$ cat config.mk
export PLATFORM = sky130hd
export DESIGN_NAME = pattern_gen
export DESIGN_NICKNAME = d
export VERILOG_FILES = /design/src/rtl/pattern_gen.sv
export SDC_FILE = /design/constraint.sdc
export NUM_CORES = 1
export LEC_CHECK = 0
export CAP_MARGIN = 25
export CORE_MARGIN = 2
export CORE_UTILIZATION = 55
export CTS_CLUSTER_DIAMETER = 150
export DETAILED_ROUTE_END_ITERATION = 10
export PLACE_DENSITY = 0.81
export SLEW_MARGIN = 15
export SYNTH_ARGS = -nofsm -noshare
export SYNTH_HDL_FRONTEND = slang
export SYNTH_SLANG_ARGS = --single-unit
export TNS_END_PERCENT = 1
$ cat constraint.sdc
create_clock -name hdmi_clk -period 3.21 [get_ports hdmi_clk]
set_clock_uncertainty 0.2 [all_clocks]
set_input_delay 0.4815 -clock hdmi_clk [delete_from_list [all_inputs] [get_ports hdmi_clk]]
set_output_delay 0.4815 -clock hdmi_clk [all_outputs]
set_load 0.005 [all_outputs]
$ cat src/rtl/pattern_gen.sv
// pattern_gen -- animated test-pattern source for the HDMI pixel pipeline.
//
// Purpose:
//   Takes pixel coordinates and a frame-boundary pulse from the timing
//   generator and returns the colour of the addressed pixel, one clock later.
//   Four patterns are available: colour bars, scrolling checkerboard,
//   bouncing box and gradient. All animation state (selected mode, scroll
//   offset, box position/direction, frame counter) changes only on the
//   next_frame pulse, so a frame is always drawn from one consistent state.
//
// Ports:
//   hdmi_clk    in   1  pixel clock, all logic on the rising edge
//   reset       in   1  synchronous active-high reset
//   next_frame  in   1  one-cycle pulse on the last clock of each frame
//   X, Y        in  12  pixel column/row (large values outside active area)
//   mode_i      in   2  pattern select, latched at next_frame
//                       (0 bars, 1 checker, 2 box, 3 gradient)
//   pause       in   1  holds checker scroll and box motion while high
//   RED/GREEN/BLUE out 8 registered colour components
//   frame_cnt   out 16  frames since reset, wraps at 0xFFFF

module pattern_gen #(
    parameter int H_ACTIVE  = 1920,
    parameter int V_ACTIVE  = 1080,
    parameter int BAR_W     = 240,
    parameter int BOX_W     = 128,
    parameter int BOX_H     = 96,
    parameter int STEP      = 4,
    parameter int CHK_SHIFT = 5
) (
    input  logic        hdmi_clk,
    input  logic        reset,
    input  logic        next_frame,
    input  logic [11:0] X,
    input  logic [11:0] Y,
    input  logic [1:0]  mode_i,
    input  logic        pause,
    output logic [7:0]  RED,
    output logic [7:0]  GREEN,
    output logic [7:0]  BLUE,
    output logic [15:0] frame_cnt
);

    localparam logic [11:0] H_ACT_L = 12'(H_ACTIVE);
    localparam logic [11:0] V_ACT_L = 12'(V_ACTIVE);
    localparam logic [11:0] BOX_W_L = 12'(BOX_W);
    localparam logic [11:0] BOX_H_L = 12'(BOX_H);
    localparam logic [11:0] STEP_L  = 12'(STEP);
    localparam logic [11:0] MAXX_L  = 12'(H_ACTIVE - BOX_W);
    localparam logic [11:0] MAXY_L  = 12'(V_ACTIVE - BOX_H);

    localparam logic [23:0] BOX_RGB = 24'hFF8000;
    localparam logic [23:0] BG_RGB  = 24'h404040;

    typedef enum logic [1:0] {
        MODE_BARS    = 2'd0,
        MODE_CHECKER = 2'd1,
        MODE_BOX     = 2'd2,
        MODE_GRAD    = 2'd3
    } mode_e;

    mode_e       modeQ, modeD;
    logic [15:0] frameCntQ, frameCntD;
    logic [11:0] scrollQ, scrollD;
    logic [11:0] boxXQ, boxXD;
    logic [11:0] boxYQ, boxYD;
    logic        dirXQ, dirXD;     // 0 = moving towards larger coordinates
    logic        dirYQ, dirYD;
    logic [23:0] rgbQ, rgbD;

    // One bounce step along a single axis. Returns {newDir, newPos}.
    // Clamping to the wall instead of overshooting keeps the box inside the
    // active area for any STEP up to the box size.
    function automatic logic [12:0] moveAxis(input logic [11:0] pos,
                                             input logic        dirNeg,
                                             input logic [11:0] maxPos);
        logic [12:0] res;
        if (!dirNeg) begin
            if (pos + STEP_L >= maxPos) res = {1'b1, maxPos};
            else                        res = {1'b0, pos + STEP_L};
        end else begin
            if (pos <= STEP_L)          res = {1'b0, 12'd0};
            else                        res = {1'b1, pos - STEP_L};
        end
        return res;
    endfunction

    function automatic logic [23:0] barColour(input logic [2:0] idx);
        logic [23:0] c;
        case (idx)
            3'd0:    c = 24'hFFFFFF;
            3'd1:    c = 24'hFFFF00;
            3'd2:    c = 24'h00FFFF;
            3'd3:    c = 24'h00FF00;
            3'd4:    c = 24'hFF00FF;
            3'd5:    c = 24'hFF0000;
            3'd6:    c = 24'h0000FF;
            default: c = 24'h000000;
        endcase
        return c;
    endfunction

    // Animation state update: everything holds except on a frame boundary.
    always_comb begin
        logic [12:0] stepX;
        logic [12:0] stepY;
        modeD     = modeQ;
        frameCntD = frameCntQ;
        scrollD   = scrollQ;
        boxXD     = boxXQ;
        boxYD     = boxYQ;
        dirXD     = dirXQ;
        dirYD     = dirYQ;
        stepX     = moveAxis(boxXQ, dirXQ, MAXX_L);
        stepY     = moveAxis(boxYQ, dirYQ, MAXY_L);
        if (next_frame) begin
            modeD     = mode_e'(mode_i);
            frameCntD = frameCntQ + 16'd1;
            if (!pause) begin
                scrollD = scrollQ + 12'd1;
                boxXD   = stepX[11:0];
                dirXD   = stepX[12];
                boxYD   = stepY[11:0];
                dirYD   = stepY[12];
            end
        end
    end

    // Pixel colour from the current (pre-update) state.
    always_comb begin
        logic [2:0]  barIdx;
        logic [11:0] chkSum;
        logic        inBox;
        barIdx = 3'd0;
        for (int k = 1; k < 8; k++) begin
            if (X >= 12'(k * BAR_W)) barIdx = 3'(k);
        end
        chkSum = X + scrollQ;
        inBox  = (X >= boxXQ) && (X < boxXQ + BOX_W_L) &&
                 (Y >= boxYQ) && (Y < boxYQ + BOX_H_L);
        rgbD   = 24'h000000;
        if (X < H_ACT_L && Y < V_ACT_L) begin
            case (modeQ)
                MODE_BARS:    rgbD = barColour(barIdx);
                MODE_CHECKER: rgbD = (chkSum[CHK_SHIFT] ^ Y[CHK_SHIFT]) ? 24'h000000 : 24'hFFFFFF;
                MODE_BOX:     rgbD = inBox ? BOX_RGB : BG_RGB;
                default:      rgbD = {X[10:3], Y[10:3], frameCntQ[7:0]};
            endcase
        end
    end

    // State and output registers; reset wins over a frame pulse.
    always_ff @(posedge hdmi_clk) begin
        if (reset) begin
            modeQ     <= MODE_BARS;
            frameCntQ <= 16'd0;
            scrollQ   <= 12'd0;
            boxXQ     <= 12'd0;
            boxYQ     <= 12'd0;
            dirXQ     <= 1'b0;
            dirYQ     <= 1'b0;
            rgbQ      <= 24'h000000;
        end else begin
            modeQ     <= modeD;
            frameCntQ <= frameCntD;
            scrollQ   <= scrollD;
            boxXQ     <= boxXD;
            boxYQ     <= boxYD;
            dirXQ     <= dirXD;
            dirYQ     <= dirYD;
            rgbQ      <= rgbD;
        end
    end

    assign RED       = rgbQ[23:16];
    assign GREEN     = rgbQ[15:8];
    assign BLUE      = rgbQ[7:0];
    assign frame_cnt = frameCntQ;

endmodule
### Metal layers overlaid, run 1

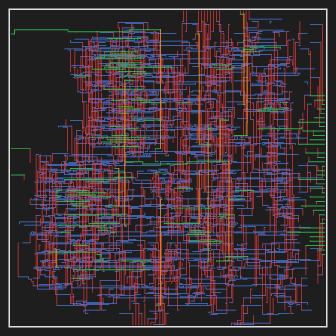
layer	color	wire length
M1	blue	5,550 um
M4	orange	320 um
M3	green	853 um
M2	red	6,230 um

### Metal 2, run 1

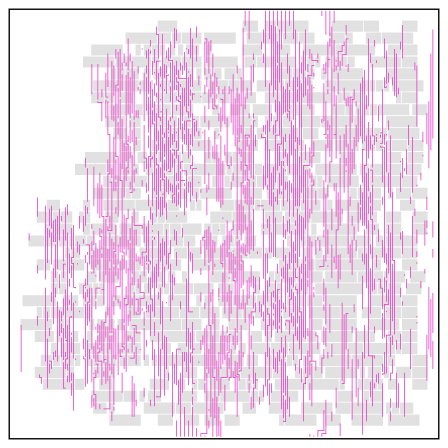
share of all routed wire	48%
wire length on this layer	6,230 um
main direction	vertical
longest straight run	35.2 um

==> results.sh, run 1 <==
# flow metrics
export IMPL_grt_pass1_vias=4536
export IMPL_routed_wl_mm=13.0
export IMPL_dr_wl_met3_um=853
export IMPL_placed_area_mm2=0.00567
export IMPL_post_cts_resized=0
export IMPL_hp_start="scrollQ[1]"
export IMPL_reg2reg_depth=11
export IMPL_edf_count=0
export IMPL_antenna_found_initial=0
export IMPL_p_comb_mw=0.347
export IMPL_drcViolationCount=0
export IMPL_first_pass_iters=5
export IMPL_hold_depth=2
export IMPL_synth_cell_types=62
export IMPL_ff_count=70
export IMPL_vias=4970
export IMPL_logic_area_mm2=0.00317
export IMPL_grtUsageMet3_pct=3.45
export IMPL_drtIter0Drc=324
export IMPL_fmax_ghz=0.348
export IMPL_critical_path_class="reg2reg"
export IMPL_clkCellAreaFrac_pct=3.49
export IMPL_r2r_end="rgbQ[18]"
export IMPL_crit_family="simple AND/OR/NAND/NOR gates"
export IMPL_nonClkBufAreaFrac_pct=14.8
export IMPL_area_leaders="dfxtp_1 (29%), ha_1 (13%), a21oi_1 (6.1%)"
export IMPL_min_to="scrollQ[1]"
export IMPL_power_switching_mw=0.600
export IMPL_crit_buf_inv=1
export IMPL_yosys_area_share_aoi_pct=23.0
export IMPL_top_cells_by_count="dfxtp_1 (70), a21oi_1 (59), nor2_1 (56), nand2_1 (55), ha_1 (49)"
export IMPL_muxShareOfSynthArea_pct=0.624
export IMPL_worst_pin_slew_ns=0.854
export IMPL_start_kind="flip-flop"
export IMPL_comb_cell_share_pct=53.9
export IMPL_yosys_area_mm2=0.00481
export IMPL_gr_total_overflow=0
export IMPL_synthXorXnorAreaFrac_pct=6.74
export IMPL_vias_per_cell=6.20
export IMPL_p_clk_share_pct=38.0
export IMPL_maxCapViolations=0
export IMPL_yosysWarnings=0
export IMPL_p_int_mw=1.42
export IMPL_async_reset_ff_share_pct=0
export IMPL_numCtsBuffers=9
export IMPL_nClkBuffers=10
export IMPL_status="finished clean"
export IMPL_antenna_left=0
export IMPL_clock_net_power_mw=0.770
export IMPL_fp_utilization_pct=56.0
export IMPL_clock_path_buffers=2
export IMPL_topCombFamilyByArea="AND-OR/OR-AND gates"
export IMPL_p_seq_share_pct=44.8
export IMPL_ys_flop_type="dfxtp_1"
export IMPL_endpoint="rgbQ[18]"
export IMPL_cp_required_ns=3.29
export IMPL_slew_viol_final=0
export IMPL_synth_top_area_share_pct=29.1
export IMPL_drive_above_1_share_pct=7.79
export IMPL_avgSynthCellArea_um2=7.78
export IMPL_synthAdderAreaFrac_pct=13.0
export IMPL_die_w_um=97.5
export IMPL_largestPowerGroup="registers"
export IMPL_top_layer="met4"
export IMPL_synth_nets=697
export IMPL_signal_buffers=92
export IMPL_most_common_cell="dfxtp_1"
export IMPL_fillers=701
export IMPL_swShare_pct=29.6
export IMPL_io_pins=70
export IMPL_cp_num_cells=11
export IMPL_fin_total_pwr_mw=2.02
export IMPL_dp_hpwl_mm=9.60
### Routing congestion map, run 1

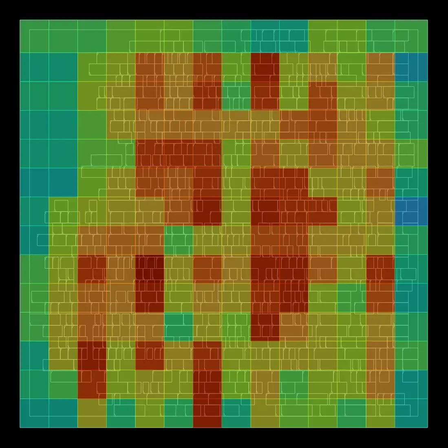
most crowded layer after global routing: met2
met2 usage: 45.6%
GR Util met1: 36.1%
fin util: 68.5%
WL per Instance: 16.2 um

## Run 2: what changed since run 1
- TNS_END_PERCENT: 1 -> 20
### Metal 2, run 2

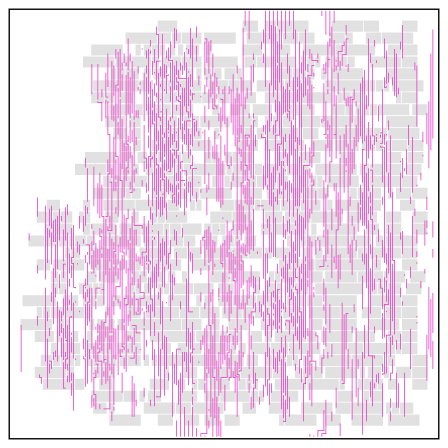
nets with wire on the layer	644
wire length on this layer	6,230 um
main direction	vertical
share of all routed wire	48%

### Metal layers overlaid, run 2

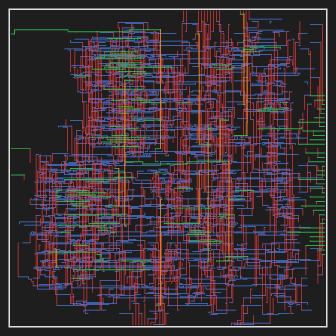
layer	color	wire length
M2	red	6,230 um
M4	orange	320 um
M1	blue	5,550 um
M3	green	853 um

==> results.sh, run 2 <==
# flow metrics
export IMPL_min_to="scrollQ[1]"
export IMPL_top_cells_by_count="dfxtp_1 (70), a21oi_1 (59), nor2_1 (56), nand2_1 (55), ha_1 (49)"
export IMPL_maxSlewHeadroom_pct=42.8
export IMPL_grt_pass1_vias=4536
export IMPL_synthXorXnorAreaFrac_pct=6.74
export IMPL_async_reset_ff_share_pct=0
export IMPL_comb_cell_share_pct=53.9
export IMPL_crit_buf_inv=1
export IMPL_drcViolationCount=0
export IMPL_start_kind="flip-flop"
export IMPL_p_seq_share_pct=44.8
export IMPL_dr_wl_met3_um=853
export IMPL_wl_per_cell_um=16.2
export IMPL_edf_count=0
export IMPL_critical_path_class="reg2reg"
export IMPL_swShare_pct=29.6
export IMPL_met1_usage_pct=36.1
export IMPL_busiest_layer="met2"
export IMPL_grtUsageMet3_pct=3.45
export IMPL_crit_family="simple AND/OR/NAND/NOR gates"
export IMPL_synthAdderAreaFrac_pct=13.0
export IMPL_vias_per_cell=6.20
export IMPL_vias=4970
export IMPL_clock_net_power_mw=0.770
export IMPL_synth_nets=697
export IMPL_topCombFamilyByArea="AND-OR/OR-AND gates"
export IMPL_drive_above_1_share_pct=7.79
export IMPL_yosys_area_share_aoi_pct=23.0
export IMPL_gr_total_overflow=0
export IMPL_slew_viol_final=0
export IMPL_p_int_mw=1.42
export IMPL_fp_utilization_pct=56.0
export IMPL_fin_total_pwr_mw=2.02
export IMPL_power_switching_mw=0.600
export IMPL_fmax_ghz=0.348
export IMPL_grt_util_met2_pct=45.6
export IMPL_cp_num_cells=11
export IMPL_muxShareOfSynthArea_pct=0.624
export IMPL_area_leaders="dfxtp_1 (29%), ha_1 (13%), a21oi_1 (6.1%)"
export IMPL_die_w_um=97.5
export IMPL_logic_area_mm2=0.00317
export IMPL_ys_flop_type="dfxtp_1"
export IMPL_clock_path_buffers=2
export IMPL_fillers=701
export IMPL_avgSynthCellArea_um2=7.78
export IMPL_antenna_left=0
export IMPL_rrSetupSlack_ns=0.34
export IMPL_status="finished clean"
export IMPL_top_layer="met4"
export IMPL_maxCapViolations=0
export IMPL_r2r_end="rgbQ[18]"
export IMPL_p_clk_share_pct=38.0
export IMPL_worst_pin_slew_ns=0.854
export IMPL_first_pass_iters=5
export IMPL_yosysWarnings=0
export IMPL_synth_cell_types=62
export IMPL_hp_start="scrollQ[1]"
export IMPL_signal_buffers=92
export IMPL_largestPowerGroup="registers"
export IMPL_routed_wl_mm=13.0
export IMPL_most_common_cell="dfxtp_1"
export IMPL_io_pins=70
export IMPL_cts_root_buf="clkbuf_8"
export IMPL_ff_count=70
export IMPL_reg2reg_depth=11
export IMPL_antenna_found_initial=0
export IMPL_post_cts_resized=0
export IMPL_nonClkBufAreaFrac_pct=14.8
export IMPL_placed_area_mm2=0.00567
export IMPL_post_route_util_pct=68.5
export IMPL_cp_required_ns=3.29
export IMPL_die_area_mm2=0.00951
export IMPL_p_comb_mw=0.347
export IMPL_nClkBuffers=10
export IMPL_endpoint="rgbQ[18]"
## Run 3: what changed since run 2
- SLEW_MARGIN: 15 -> default
### Routing congestion map, run 3

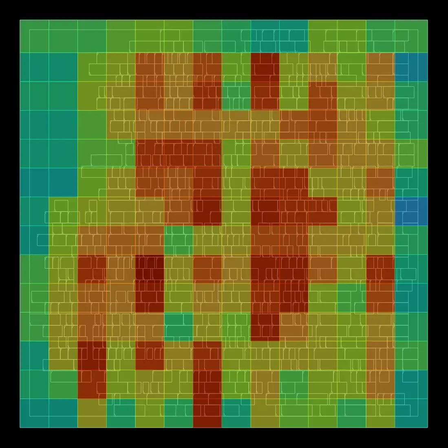
Total Routing Usage GR: 27.3%
met3 Track Usage GR: 3.45%

### Clock network drawn from the DEF, run 3

The bar under the picture is 20 um long.
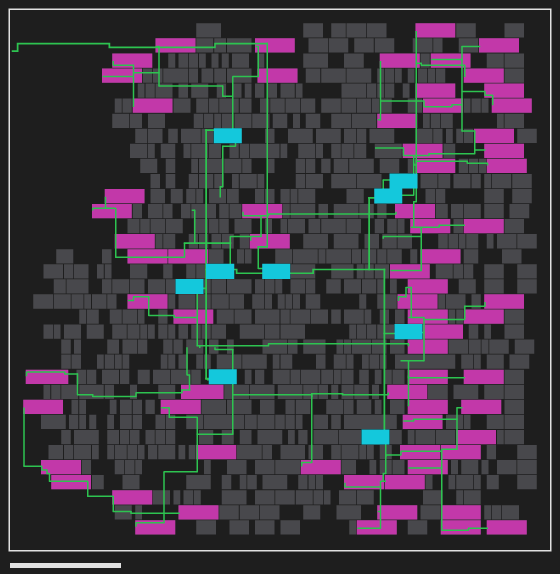
[clock-net drivers] cyan | count: 9
[flip-flops] magenta | count: 70
[clock wires] green | length: 1,020 um
flops lie	all over the die

==> results.sh, run 3 <==
# flow metrics
export IMPL_avgSynthCellArea_um2=7.78
export IMPL_status="finished clean"
export IMPL_fmax_ghz=0.348
export IMPL_nClkBuffers=10
export IMPL_edf_count=0
export IMPL_comb_cell_share_pct=53.9
export IMPL_signal_buffers=92
export IMPL_grt_pass1_vias=4536
export IMPL_reg2reg_depth=11
export IMPL_fp_utilization_pct=56.0
export IMPL_cp_required_ns=3.29
export IMPL_vias=4970
export IMPL_worst_pin_slew_ns=0.854
export IMPL_area_leaders="dfxtp_1 (29%), ha_1 (13%), a21oi_1 (6.1%)"
export IMPL_min_to="scrollQ[1]"
export IMPL_met1_usage_pct=36.1
export IMPL_first_pass_iters=5
export IMPL_antenna_left=0
export IMPL_endpoint="rgbQ[18]"
export IMPL_most_common_cell="dfxtp_1"
export IMPL_nonClkBufAreaFrac_pct=14.8
export IMPL_gr_total_overflow=0
export IMPL_clock_path_buffers=2
export IMPL_die_w_um=97.5
export IMPL_critical_path_class="reg2reg"
export IMPL_clock_net_power_mw=0.770
export IMPL_crit_buf_inv=1
export IMPL_cp_num_cells=11
export IMPL_ys_flop_type="dfxtp_1"
export IMPL_fin_total_pwr_mw=2.02
export IMPL_synth_nets=697
export IMPL_drive_above_1_share_pct=7.79
export IMPL_start_kind="flip-flop"
export IMPL_placed_area_mm2=0.00567
export IMPL_muxShareOfSynthArea_pct=0.624
